### src/rtl/fsfifo_ext_pkg.sv
// Shared helpers for the extended synchronous FIFO: level width and
// elaboration-time parameter legality.
package fsfifo_ext_pkg;

    function automatic int level_width(input int depth);
        return $clog2(depth) + 1;
    endfunction

    function automatic bit is_pow2(input int n);
        return (n >= 2) && ((n & (n - 1)) == 0);
    endfunction

    function automatic bit params_legal(input int width, input int depth, input int fwft,
                                        input int afull, input int aempty);
        return (width >= 1) && is_pow2(depth) && (fwft == 0 || fwft == 1) &&
               (afull >= 1) && (afull <= depth) && (aempty >= 0) && (aempty <= depth - 1);
    endfunction

endpackage

### src/rtl/fsfifo_mem.sv
// Simple dual-port storage for fsfifo_ext: synchronous write, registered
// (FWFT=0) or combinational (FWFT=1) read.
module fsfifo_mem #(
    parameter int WIDTH  = 32,
    parameter int DEPTH  = 16,
    parameter int FWFT   = 0,
    parameter int ADDR_W = $clog2(DEPTH)
) (
    input  logic              clk_i,
    input  logic              reset_ni,
    input  logic              wr_en,
    input  logic [ADDR_W-1:0] wr_addr,
    input  logic [WIDTH-1:0]  wr_data,
    input  logic              rd_en,
    input  logic [ADDR_W-1:0] rd_addr,
    output logic [WIDTH-1:0]  rd_data
);

    logic [WIDTH-1:0] mem [DEPTH];

    // NOTE: the storage array is deliberately not reset so it can map onto RAM primitives.
    always_ff @(posedge clk_i) begin
        if (wr_en) begin
            mem[wr_addr] <= wr_data;
        end
    end

    if (FWFT != 0) begin : g_comb_read
        logic unused_rd;
        assign unused_rd = ^{rd_en, reset_ni};
        assign rd_data   = mem[rd_addr];
    end else begin : g_reg_read
        always_ff @(posedge clk_i or negedge reset_ni) begin
            if (!reset_ni) begin
                rd_data <= '0;
            end else if (rd_en) begin
                rd_data <= mem[rd_addr];
            end
        end
    end

endmodule

### src/rtl/fsfifo_ext.sv
// Single-clock FIFO with optional first-word-fall-through, fill level,
// almost-full/empty thresholds, synchronous flush and sticky error flags.
module fsfifo_ext
    import fsfifo_ext_pkg::*;
#(
    parameter  int WIDTH         = 32,
    parameter  int DEPTH         = 16,
    parameter  int FWFT          = 0,
    parameter  int AFULL_THRESH  = DEPTH - 2,
    parameter  int AEMPTY_THRESH = 2,
    localparam int ADDR_W        = $clog2(DEPTH),
    localparam int LEVEL_W       = level_width(DEPTH)
) (
    input  logic               clk_i,
    input  logic               reset_ni,
    input  logic               flush_i,
    input  logic               clr_err_i,
    input  logic               wr_i,
    input  logic [WIDTH-1:0]   wr_data_i,
    input  logic               rd_i,
    output logic [WIDTH-1:0]   rd_data_o,
    output logic               full_o,
    output logic               empty_o,
    output logic               almost_full_o,
    output logic               almost_empty_o,
    output logic [LEVEL_W-1:0] level_o,
    output logic               overflow_o,
    output logic               underflow_o
);

    if (!params_legal(WIDTH, DEPTH, FWFT, AFULL_THRESH, AEMPTY_THRESH)) begin : g_bad_params
        $error("fsfifo_ext: illegal parameter combination");
    end

    localparam logic [LEVEL_W-1:0] DEPTH_L  = LEVEL_W'(DEPTH);
    localparam logic [LEVEL_W-1:0] AFULL_L  = LEVEL_W'(AFULL_THRESH);
    localparam logic [LEVEL_W-1:0] AEMPTY_L = LEVEL_W'(AEMPTY_THRESH);
    localparam logic [LEVEL_W-1:0] PTR_ONE  = LEVEL_W'(1);

    logic [LEVEL_W-1:0] wr_ptr, rd_ptr, level;
    logic               full, empty;
    logic               wr_acc, rd_acc, wr_rej, rd_rej;
    logic [WIDTH-1:0]   mem_rd_data;

    // Pointers carry one extra bit, so their plain difference is the level, wrap included.
    assign level = wr_ptr - rd_ptr;
    assign full  = (level == DEPTH_L);
    assign empty = (level == '0);

    always_comb begin
        rd_acc = rd_i && !empty && !flush_i;
        wr_acc = wr_i && (!full || rd_acc) && !flush_i;
        wr_rej = wr_i && !flush_i && !wr_acc;
        rd_rej = rd_i && !flush_i && !rd_acc;
    end

    always_ff @(posedge clk_i or negedge reset_ni) begin
        if (!reset_ni) begin
            wr_ptr <= '0;
            rd_ptr <= '0;
        end else if (flush_i) begin
            wr_ptr <= '0;
            rd_ptr <= '0;
        end else begin
            if (wr_acc) wr_ptr <= wr_ptr + PTR_ONE;
            if (rd_acc) rd_ptr <= rd_ptr + PTR_ONE;
        end
    end

    // A new rejection in the same cycle as clr_err_i keeps the flag set.
    always_ff @(posedge clk_i or negedge reset_ni) begin
        if (!reset_ni) begin
            overflow_o  <= 1'b0;
            underflow_o <= 1'b0;
        end else if (flush_i) begin
            overflow_o  <= 1'b0;
            underflow_o <= 1'b0;
        end else begin
            if (wr_rej)         overflow_o  <= 1'b1;
            else if (clr_err_i) overflow_o  <= 1'b0;
            if (rd_rej)         underflow_o <= 1'b1;
            else if (clr_err_i) underflow_o <= 1'b0;
        end
    end

    fsfifo_mem #(
        .WIDTH  (WIDTH),
        .DEPTH  (DEPTH),
        .FWFT   (FWFT),
        .ADDR_W (ADDR_W)
    ) u_mem (
        .clk_i    (clk_i),
        .reset_ni (reset_ni),
        .wr_en    (wr_acc),
        .wr_addr  (wr_ptr[ADDR_W-1:0]),
        .wr_data  (wr_data_i),
        .rd_en    (rd_acc),
        .rd_addr  (rd_ptr[ADDR_W-1:0]),
        .rd_data  (mem_rd_data)
    );

    if (FWFT != 0) begin : g_fwft_out
        assign rd_data_o = empty ? '0 : mem_rd_data;
    end else begin : g_std_out
        assign rd_data_o = mem_rd_data;
    end

    assign full_o         = full;
    assign empty_o        = empty;
    assign almost_full_o  = (level >= AFULL_L);
    assign almost_empty_o = (level <= AEMPTY_L);
    assign level_o        = level;

endmodule

### config.mk
export PLATFORM = sky130hd
export DESIGN_NAME = fsfifo_ext
export DESIGN_NICKNAME = d
export VERILOG_FILES = /design/src/rtl/fsfifo_ext_pkg.sv /design/src/rtl/fsfifo_mem.sv /design/src/rtl/fsfifo_ext.sv
export SDC_FILE = /design/constraint.sdc
export NUM_CORES = 1
export LEC_CHECK = 0
export CAP_MARGIN = 30
export CORE_MARGIN = 2
export CORE_UTILIZATION = 65
export CTS_CLUSTER_SIZE = 24
export DETAILED_ROUTE_END_ITERATION = 7
export PLACE_DENSITY = 0.9
export SLEW_MARGIN = 10
export SYNTH_ARGS = -nofsm -noshare
export SYNTH_HDL_FRONTEND = slang
export SYNTH_SLANG_ARGS = --single-unit
### constraint.sdc
create_clock -name clk_i -period 17.8 [get_ports clk_i]
set_input_delay 1.78 -clock clk_i [delete_from_list [all_inputs] [get_ports clk_i]]
set_output_delay 1.78 -clock clk_i [all_outputs]
set_load 0.005 [all_outputs]
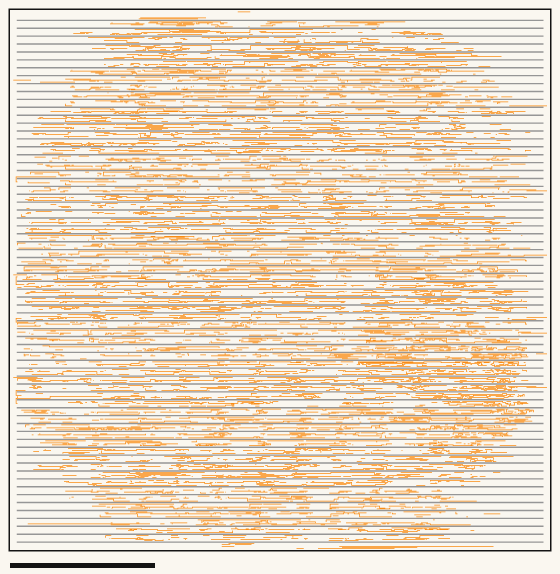
run_1/m1.png
The bar under the picture is 50 um long. Supply wires on this layer in gray.
1103 nets have wire on it. The layer carries 18600 um of wire.

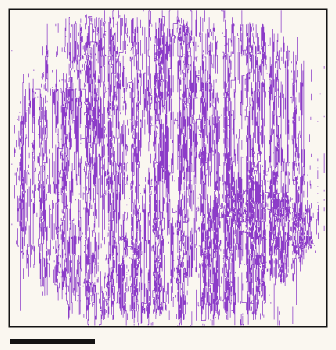
run_1/m2.png
The bar under the picture is 50 um long.
The layer carries 26.5 mm of wire. The layer holds 51% of the routed length. The longest straight run is 76.2 um. 1101 nets have wire on it. The wires run mostly vertical.
routed wire length: 51800 um
met2 track demand over resource: 51.1%

==> deck_impl_summary.md, run 1 <==
Synthesis and Place & Route Summary

Run status
  – Status: completed

Die
  – Die Ht: 186 um
  – Chip Area: 34500 um^2
  – Top Ports: 81
  – Floorplan core density: 66.0%
  – Row count: 66
  – Die X: 186 um
  – CORE AREA: 32500 um^2

Setup path
  – Crit path kind: reg2out
  – R2R depth: 9
  – R2r endpoint: u_mem.mem[10][29]$_DFFE_PP_
  – Worst reg2reg setup slack: 13.67 ns
  – Crit path DAT: 3.99 ns
  – Setup crit end kind: output pin
  – CP max FO: 21
  – CP Buf/Inv Count: 2
  – Worst setup path end: almost_empty_o
  – Slowest Stage Delay on Critical Path: 0.67 ns
  – Top delay family on crit path: adder cells
  – Crit-path slowest cell: dfrtp_4
  – Total stage count of the critical path: 8
  – CP startpoint: rd_ptr[0]$_DFFE_PN0P_
  – RR Startpoint: rd_ptr[0]$_DFFE_PN0P_
  – Worst-path cell chain: ha_1 -> fa_1 -> nand2b_1 -> a21oi_2 -> xor2_2 -> inv_2 -> a2111oi_0 -> clkdlybuf4s50_1
  – Worst Setup Start Kind: flop
  – Worst path required time: 16.02 ns

Synth
  – Unique cell types: 50
  – Register area share after synthesis: 76.7%
  – Syn_nets: 1049
  – Post-Synthesis Cells: 1001
  – YS chip area: 21500 um^2
  – Flops & latches, synth: 556
  – Async S/R FF share, synth: 7.91%
  – Main flop type: edfxtp_1
  – Post-Syn Area: 21500 um^2
  – Number of standard cells reported by yosys: 1001
  – Synth Warn #: 0
  – Syn_area_per_cell: 21.5 um^2
  – Number of enable flip-flop cells: 512

Finish
  – Top reg by flops: u_mem.mem
  – Final #Nets: 1163
  – Fill cell count: 1588
  – Top Layout Cells: edfxtp_1 (512), mux4_2 (128), clkdlybuf4s50_1 (79)
  – N_diodes: 0
  – Most numerous logic cell after layout: edfxtp_1
  – Largest register FFs: 512
  – Biggest regs: u_mem.mem (512), u_mem.rd_data (32)
  – Post-layout instance count excluding filler cells: 1598
  – Layout cells sized above 1: 26.0%
  – Area grow syn2layout: 15.5%

Clock tree
  – Post-CTS Hold Fix Bufs: 0
  – Number of H-tree branching levels: 2
  – Resize count post-CTS: 0
  – CTS buffer count: 51
  – Max clock buf depth: 3
  – Number of setup buffers added after CTS: 0
  – Clk pin slew, worst setup/hold paths: 0.07 ns
  – Clock Sinks: 556
  – Clock root cell: clkbuf_16
  – CTS tree: yes
  – Clk ins delay skew pair: 0.57 ns

Detailed routing
  – Highest routed layer: met4
  – Met1 wire length: 18600 um
  – Met3 wire length: 5010 um
  – Via count: 11300
  – Iteration tally of the first detailed-router pass: 5
  – Vias per std cell: 7.05
  – 1st-iter DRT viols: 1540
  – Met2 wire length: 26500 um
  – Post-route ant nets: 0
  – Residual DRC count: 0
  – DR WL/cell: 32.4 um

Final timing
  – Fin crit period: 5.77 ns
  – Setup violators final: 0
  – Worst slew margin: 37.0%
  – Fin crit share: 32.4%
  – RSZ-0062 raised after global routing: false
  – Max-slew violations: 0
  – Worst-Margin Slew: 0.945 ns
  – Clock Skew: 0.0182 ns
  – Max Freq: 173 MHz
  – Setup TNS: 0 ns
  – Final hold vios: 0

Placed design
  – Dpl hpwl: 26100 um
  – Placed cells: 1500
  – Final GP Congestion: 0.888
  – IO Port Bufs: 80

Run
  – Tool Warnings: 30
  – Max-cap violation count: 0

Pwr
  – P per Cell Area: 141 nW/um^2
  – Maximum VDD drop: 0.108 mV
  – Lkg Pwr: 7.98 nW

GRT
  – Grt ovf: 0
  – First-pass GRT wire length: 75000 um
  – Initial antenna violation count: 1
  – All-Layer GR Usage: 30.9%
  – Largest net degree at the start of global routing: 73
  – Vias in the first global route: 11700

Min path
  – HP Class: reg2reg
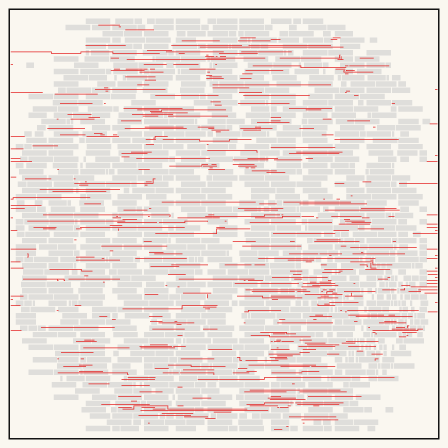
run_1/m3.png
Cells faint in the background.
The wires run mostly horizontal. 248 nets have wire on it. The layer holds 9.7% of the routed length. The layer carries 5010 um of wire. The longest straight run is 62.1 um.

[run 1: cell type report]
cell class	count	area [um^2]	share of cell area (%)
repair buffers	117	1260	5.09
clock inverters	21	203	0.817
clock buffers	73	1450	5.85
multi-input cells	377	4810	19.4
inverters	12	45.0	0.182
well taps	442	553	2.23
flip-flops and latches	556	16500	66.4
[run 1: cell usage after synthesis, types with 3 or more instances]
cell type | number | share of area, %
nor3_1 | 5 | 0.12
mux2_1 | 5 | 0.26
and4_1 | 4 | 0.16
nor2_1 | 21 | 0.37
buf_6 | 3 | 0.16
edfxtp_1 | 512 | 72
a41oi_1 | 4 | 0.16
a22oi_1 | 64 | 2.2
mux4_2 | 128 | 13
nor4_1 | 4 | 0.12
nand3_1 | 5 | 0.12
dfrtp_1 | 44 | 5.1
a31oi_1 | 3 | 0.087
buf_2 | 16 | 0.37
or4_1 | 5 | 0.17
nand2_1 | 47 | 0.82
o211ai_1 | 4 | 0.14
clkbuf_1 | 35 | 0.61
nor4b_1 | 4 | 0.16
ha_1 | 9 | 0.52
inv_1 | 11 | 0.19
a21oi_1 | 5 | 0.12
mux2_2 | 31 | 1.6
[run 1: report_power, final]
| group | switching, W | internal, W | total [W] |
|---|---|---|---|
| clock network | 0.000463 | 0.000624 | 0.00109 |
| registers | 0.0000726 | 0.00150 | 0.00158 |
| logic | 0.000385 | 0.000448 | 0.000833 |
| total | 0.000920 | 0.00258 | 0.00350 |
[run 1: cells by family (layout without fill, tap and decap cells)]
kind of cell    after synthesis  after routing  synth area share [%]
flops                       556            556                  76.7
mux                         165            165                  15.4
simple gates                107            107                  2.46
compound gates               91             91                  3.26
buf+inv                      68            223                  1.39
fa+ha+maj                    10             10                 0.617
xor+xnor                      4              4                 0.233
[run 1: through the flow]
stage          hold WS [ns]  utilization (%)  area (um^2)  setup WS, ns  total power [W]
3_5_place_dp          0.484             70.9        23100         12.63          0.00240
3_3_place_gp          0.475             70.3        22900         12.40          0.00235
4_1_cts               0.502             76.0        24700         12.02          0.00349
5_1_grt               0.511             76.3        24800         11.77          0.00361
6_report              0.502             76.3        24800         12.03          0.00350
2_1_floorplan         0.489                -        21500         11.57          0.00212
[run 1: worst min path at each step]
stage | from | endpoint | slack (ns) | depth (start not counted)
after floorplan | u_mem.rd_data[25]$_DFFE_PN0P_ | u_mem.rd_data[25]$_DFFE_PN0P_ | 0.49 | 1
after global placement | u_mem.rd_data[29]$_DFFE_PN0P_ | u_mem.rd_data[29]$_DFFE_PN0P_ | 0.47 | 1
after detailed placement | u_mem.rd_data[3]$_DFFE_PN0P_ | u_mem.rd_data[3]$_DFFE_PN0P_ | 0.48 | 1
after CTS | u_mem.rd_data[3]$_DFFE_PN0P_ | u_mem.rd_data[3]$_DFFE_PN0P_ | 0.50 | 1
after global routing | u_mem.rd_data[3]$_DFFE_PN0P_ | u_mem.rd_data[3]$_DFFE_PN0P_ | 0.51 | 1
final | u_mem.rd_data[19]$_DFFE_PN0P_ | u_mem.rd_data[19]$_DFFE_PN0P_ | 0.50 | 1
[run 1: routing by layer]
layer  GRT usage, %  vias up
met3           6.69      139
li1               -     4419
met5              0        -
met4           12.5        0
met1           40.8     5851
met2           51.1      858
run_1/m4.png
The bar under the picture is 50 um long. Supply wires on this layer in gray.
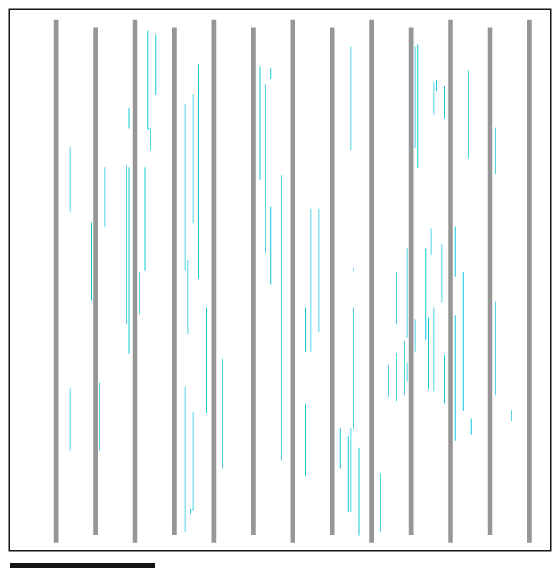

--- run 2 (diff from run 1) ---
CORE_UTILIZATION = 55   (was 65)
PLACE_DENSITY = 0.82   (was 0.9)
clock period = 4.7 ns   (was 17.8 ns; I/O delays follow)
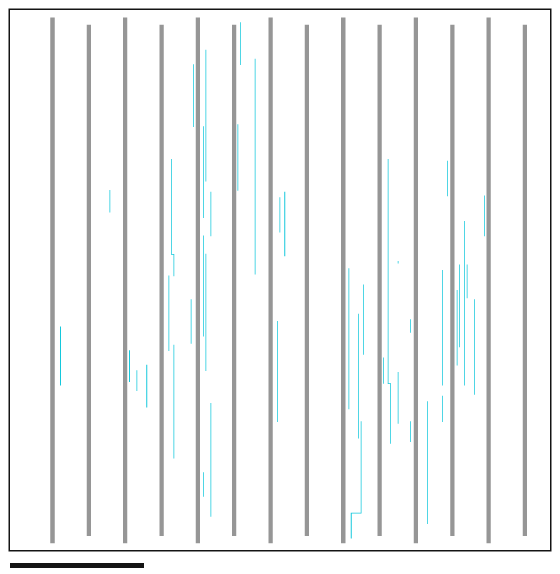
run_2/m4.png
The bar under the picture is 50 um long. Supply wires on this layer in gray.
The layer carries 1260 um of wire. 28 nets have wire on it. The longest straight run is 83.8 um.

==> deck_impl_summary.md, run 2 <==
Synthesis and Place & Route Summary

Synth
  – Post-synth top cells: edfxtp_1 (512), mux4_2 (128), a22oi_1 (64), nand2_1 (47), dfrtp_1 (44)
  – Top cells by area, synth: edfxtp_1 (72%), mux4_2 (13%), dfrtp_1 (5.1%), a22oi_1 (2.2%), mux2_2 (1.6%)
  – Post-Syn Area: 21500 um^2
  – Syn_area_per_cell: 21.5 um^2
  – Main flop type: edfxtp_1
  – Top-count cell post-synth: edfxtp_1
  – Post-Synthesis Cells: 1001
  – Largest area contributor in the netlist: edfxtp_1
  – Number of enable flip-flop cells: 512
  – Syn_nets: 1049
  – Synth Warn #: 0
  – Number of standard cells reported by yosys: 1001
  – Async S/R FF share, synth: 7.91%
  – YS chip area: 21500 um^2
  – Unique cell types: 50
  – Area share, top type: 71.6%
  – Register area share after synthesis: 76.7%
  – Flops & latches, synth: 556

Pwr
  – Clock power share: 32.2%
  – NetSw: 0.00350 W
  – P per Cell Area: 533 nW/um^2
  – Switch share: 26.2%
  – Lkg Pwr: 8.07 nW
  – Combinational cell fraction of total power: 24.2%
  – Maximum VDD drop: 0.323 mV
  – Pint: 0.00987 W
  – PnR Total Power: 0.0134 W
  – Reg power frac: 43.6%

Final timing
  – Worst slew margin: 38.5%
  – Setup violators final: 0
  – Clock Skew: 0.0178 ns
  – Max-slew violations: 0
  – Final hold vios: 0
  – RSZ-0062 raised after global routing: false
  – Worst-Margin Slew: 0.923 ns
  – Fin crit share: 91.9%
  – Max Freq: 232 MHz
  – Fin crit period: 4.32 ns
  – Setup ws final: 0.382 ns

Clock tree
  – Max clock buf depth: 3
  – Post-CTS Hold Fix Bufs: 0
  – CTS buffer count: 54
  – Number of H-tree branching levels: 2
  – Clock Sinks: 556
  – Clk pin slew, worst setup/hold paths: 0.07 ns
  – Resize count post-CTS: 0
  – CTS tree: yes
  – Clock root cell: clkbuf_16
  – Number of setup buffers added after CTS: 0
  – Clk ins delay skew pair: 0.60 ns

Die
  – Die Ht: 202 um
  – Die X: 202 um
  – Row count: 72
  – CORE AREA: 38600 um^2
  – Floorplan core density: 55.7%
  – Top Ports: 81
  – Chip Area: 40700 um^2

GRT
  – All-Layer GR Usage: 23.4%
  – Largest net degree at the start of global routing: 70
  – Vias in the first global route: 11100
  – Initial antenna violation count: 1
  – Grt ovf: 0
  – First-pass GRT wire length: 69900 um

Finish
  – N_diodes: 0
  – Largest register FFs: 512
  – Top Layout Cells: edfxtp_1 (512), mux4_2 (128), clkdlybuf4s50_1 (79)
  – Fill cell count: 2467
  – Most numerous logic cell after layout: edfxtp_1
  – Area grow syn2layout: 16.7%
  – Final #Nets: 1176
  – Layout cells sized above 1: 27.4%
  – Top reg by flops: u_mem.mem
  – Biggest regs: u_mem.mem (512), u_mem.rd_data (32)

Detailed routing
  – Residual DRC count: 0
  – Post-route ant nets: 0
  – Iteration tally of the first detailed-router pass: 5
  – Via count: 10700
  – 1st-iter DRT viols: 1081
  – Routed wire length: 46800 um
  – Vias per std cell: 6.35

Placed design
  – IO Port Bufs: 80
  – Final GP Congestion: 0.887
  – Dpl hpwl: 25700 um
  – Setup WS pre-CTS: 0.860 ns

Run
  – Tool Warnings: 30
  – Max-cap violation count: 0

Setup path
  – Crit path DAT: 3.85 ns
  – Setup crit end kind: output pin
  – R2r endpoint: u_mem.mem[9][9]$_DFFE_PP_
  – CP max FO: 14
  – Worst reg2reg setup slack: 0.74 ns
  – Crit path kind: reg2out
  – Worst Setup Start Kind: flop
  – Worst path required time: 4.23 ns
  – R2R depth: 10
  – RR Startpoint: wr_ptr[0]$_DFFE_PN0P_

Run status
  – Status: completed

Min path
  – HP Class: in2async
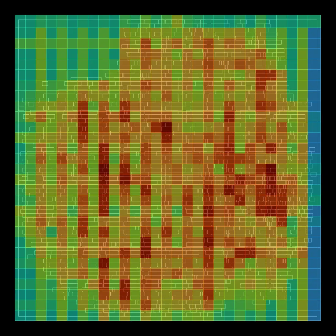
run_2/congestion_map.png
GRT busiest layer: met2
fin util: 65.0%
M3 GR Usage: 4.76%
DR WL/cell: 27.7 um
met2 track demand over resource: 38.5%

[run 2: cell counts after synthesis]
No cell type changed its count.
[run 2: power by group through the flow]
stage | clock [W] | sequential (W) | combinational [W]
global route | 0.00453 | 0.00586 | 0.00348
global placement | 0 | 0.00592 | 0.00310
floorplan | 0 | 0.00591 | 0.00211
detailed placement | 0 | 0.00593 | 0.00320
finish | 0.00430 | 0.00583 | 0.00324
CTS | 0.00436 | 0.00583 | 0.00325
[run 2: layout make-up]
cell class	instances	area, um^2	share of cell area (%)
repair buffers	127	1270	5.08
clock inverters	36	372	1.48
multi-input cells	377	4850	19.3
clock buffers	61	1400	5.58
flip-flops and latches	556	16500	65.8
well taps	518	648	2.59
inverters	12	45.0	0.180
[run 2: cell families after synthesis]
kind of cell	after synthesis	synth area share, %
fa+ha+maj	10	0.617
mux	165	15.4
xor+xnor	4	0.233
simple gates	107	2.46
flops	556	76.7
buf+inv	68	1.39
compound gates	91	3.26
[run 2: worst max-delay path, stage by stage, from the launching register on]
cell and delay (ns):
dfrtp_1 0.43, inv_1 0.11, ha_1 0.22, fa_1 0.44, nand2b_1 0.19, a21oi_2 0.18
xor2_2 0.52, inv_2 0.18, a2111oi_0 0.40, clkdlybuf4s50_1 0.58
[run 2: layer usage]
| metal | routed length (um) | GRT usage (%) |
|---|---|---|
| met1 | 18300 | 31.8 |
| met2 | 23600 | 38.5 |
| met3 | 3630 | 4.76 |
| met4 | 1260 | 8.17 |
| met5 | 13 | 0 |
[run 2: how the worst max path moves through the flow]
stage / start / to / slack, ns / depth (start not counted)
5_1_grt: wr_ptr[0]$_DFFE_PN0P_ / almost_empty_o / 0.16 / 9
4_1_cts: wr_ptr[0]$_DFFE_PN0P_ / almost_empty_o / 0.36 / 9
3_3_place_gp: wr_ptr[0]$_DFFE_PN0P_ / u_mem.mem[8][7]$_DFFE_PP_ / 0.97 / 10
6_report: wr_ptr[0]$_DFFE_PN0P_ / almost_empty_o / 0.38 / 9
2_1_floorplan: rd_ptr[1]$_DFFE_PN0P_ / u_mem.mem[4][0]$_DFFE_PP_ / -1.36 / 10
3_5_place_dp: wr_ptr[0]$_DFFE_PN0P_ / u_mem.mem[9][2]$_DFFE_PP_ / 0.86 / 10
[run 2: through the flow]
step | cells | area [um^2] | TNS, ns | utilization [%] | hold WS (ns)
finish | 1687 | 25100 | 0 | 65.0 | 0.0180
global route | 1687 | 25100 | 0 | 65.0 | 0.0725
CTS | 1683 | 25000 | 0 | 64.8 | 0.0239
detailed placement | 1586 | 23200 | 0 | 60.2 | 0.490
global placement | 1583 | 23100 | 0 | 60.0 | 0.475
floorplan | 1001 | 21500 | -291.67 | - | 0.174
No activity file was given, so power comes from the tool's default toggle rates.
